==> config.mk <==
export PLATFORM = sky130hd
export DESIGN_NAME = tp_ram_arbiter_flat
export DESIGN_NICKNAME = d
export VERILOG_FILES = /design/src/rtl/tp_ram_arbiter_pkg.sv /design/src/rtl/tp_ram_arbiter_if.sv /design/src/rtl/tp_ram_arbiter_rr_arbiter.sv /design/src/rtl/tp_ram_arbiter.sv /design/src/flat_wrapper.sv
export SDC_FILE = /design/constraint.sdc
export NUM_CORES = 1
export LEC_CHECK = 0
export ABC_CLOCK_PERIOD_IN_PS = 5800
export CORE_MARGIN = 2
export CORE_UTILIZATION = 42
export CTS_BUF_LIST = sky130_fd_sc_hd__clkbuf_8
export DETAILED_ROUTE_END_ITERATION = 6
export GPL_ROUTABILITY_DRIVEN = 0
export GPL_TIMING_DRIVEN = 0
export PLACE_DENSITY = 0.8
export SYNTH_ARGS = -nofsm -noshare
export SYNTH_HDL_FRONTEND = slang
export SYNTH_SLANG_ARGS = --single-unit
==> constraint.sdc <==
create_clock -name clk -period 5.8 [get_ports clk]
set_clock_uncertainty 0.2 [all_clocks]
set_input_delay 0.58 -clock clk [delete_from_list [all_inputs] [get_ports clk]]
set_output_delay 0.58 -clock clk [all_outputs]
set_load 0.05 [all_outputs]
==> images/clock_nets.png <==
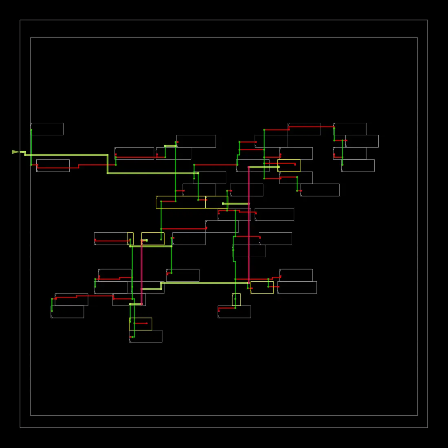
TritonCTS buffer count: 5
clk_lat worst skew: 0.29 ns

==> images/pinout.png <==
Pins as bars across the die edge, other pins in gray.
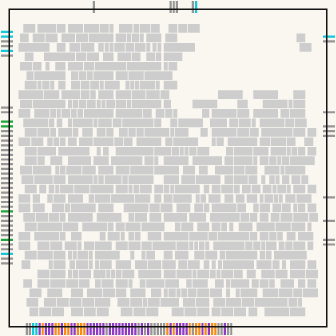
green -> bus_ram_addr_rd  # pins 4, direction output, edge left
purple -> bus_wr_data  # pins 32, direction input, edge bottom
orange -> bus_wr_addr  # pins 16, direction input, edge bottom
cyan -> bus_rd_data  # pins 8, direction output, edge 4 left, 2 bottom, 1 top, 1 right
all pins by edge = 65 bottom, 39 left, 10 right, 6 top
number of port buffers: 108
die x size: 91.0 um
die y size: 91.0 um

==> images/ff_map.png <==
Other sequential cells in the stronger gray, the rest of the logic in the fainter gray.
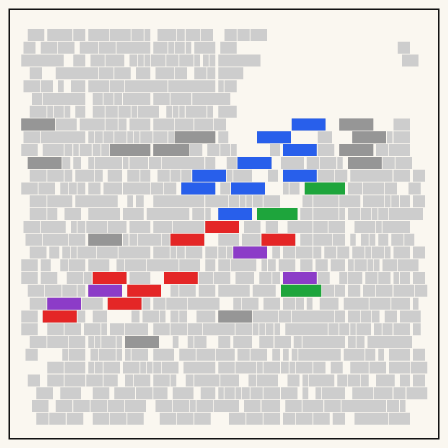
red -> u_core.bus.ram_data_wr  # sequential cells 8
purple -> u_core.bus.ram_addr_wr  # sequential cells 4
green -> u_core.u_wr_arb.ptr  # sequential cells 3
blue -> u_core.tag_pipe  # sequential cells 9, where middle
not colored = 12
Util after Layout: 78.7%
Flop area: 741 um2
P_seq: 0.000385 W

==> images/layers.png <==
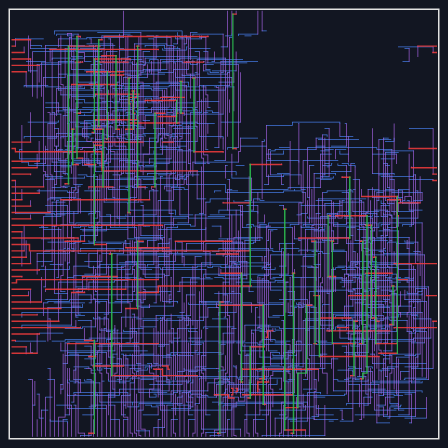
red -> M3  # wire length 915 um
blue -> M1  # wire length 4670 um
green -> M4  # wire length 802 um
purple -> M2  # wire length 6560 um
routed len/inst: 19.1 um
Total GRT Usage: 25.9%
Routed WL: 12.9 mm
detailed-route via count: 3971

==> images/gates.png <==
Scale bar: 20 um.
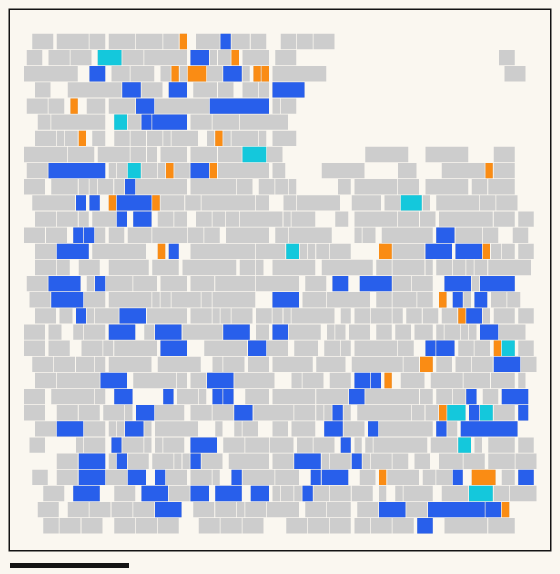
cyan -> and/or cells  # cells 11
blue -> aoi and oai cells  # cells 98, where spread over the die
orange -> inv cells  # cells 26, where spread over the die
Final Instance Count excl. Fillers: 677
commonest non-fill, non-tap cell in the layout: clkdlybuf4s50_1

==> results.sh <==
# source this file to load flow results
export IMPL_outcome="finished with violations"
export IMPL_violations="setup timing"
export IMPL_drtIter0Drc=222
export IMPL_drv_slew=0
export IMPL_power_internal_w=0.00173
export IMPL_final_clk_cell_share_pct=1.87
export IMPL_setup_ws_ns=-0.849
export IMPL_simple_gate_share_pct=24.9
export IMPL_buffers=209
export IMPL_yosys_area_share_adder_pct=15.1
export IMPL_finalHoldViolCount=0
export IMPL_clkPwrFrac_pct=6.6
export IMPL_cp_max_fo=6
export IMPL_comb_area_share_pct=47.9
export IMPL_clock_buffers=5
export IMPL_area_leaders="dfxtp_1 23%, ha_1 13%, a21oi_1 6.1%"
export IMPL_comb_area_um2=2750
export IMPL_io_pins=120
export IMPL_syn2layout_area_growth_pct=80.6
export IMPL_ys_seq_share_pct=22.7
export IMPL_cp_data_arrival_time_ns=5.87
export IMPL_taps=99
export IMPL_ys_sh_xor_pct=0
export IMPL_yosys_area_share_aoi_pct=25.9
export IMPL_setup_viol=25
export IMPL_synth_chip_area_um2=3180
export IMPL_worst_pin_slew_ns=1.02
export IMPL_cp_depth=29
export IMPL_synth_distinct_cells=62
export IMPL_ys_cells=393
export IMPL_synth_area_um2=3180
export IMPL_ant_nets=0
export IMPL_drc=0
export IMPL_antenna_cells=0
export IMPL_seqAreaFraction_pct=12.9
export IMPL_overflow=0
export IMPL_hold_path_depth=1
export IMPL_ys_flops=36
export IMPL_grt_pass1_vias=3837
-- per-stage QoR --
stage | util (%) | total power [W] | setup TNS, ns
4_1_cts | 74.4 | 0.00287 | -5.01
2_1_floorplan | - | 0.00178 | -0.952
6_report | 78.7 | 0.00332 | -12.23
3_5_place_dp | 63.4 | 0.00221 | -19.01
3_3_place_gp | 63.4 | 0.00217 | -15.17
5_1_grt | 78.7 | 0.00348 | -16.23
-- metal layers --
layer,share of wire (%),GRT usage (%),vias up,routed length (um)
met5,0,0,-,0
met4,6.2,12.0,0,801
met3,7.1,5.98,84,915
met2,51,46.7,227,6560
met1,36,28.7,1886,4670
li1,-,-,1774,-
Power figures rest on the tool's default switching activity, not on a simulated workload.
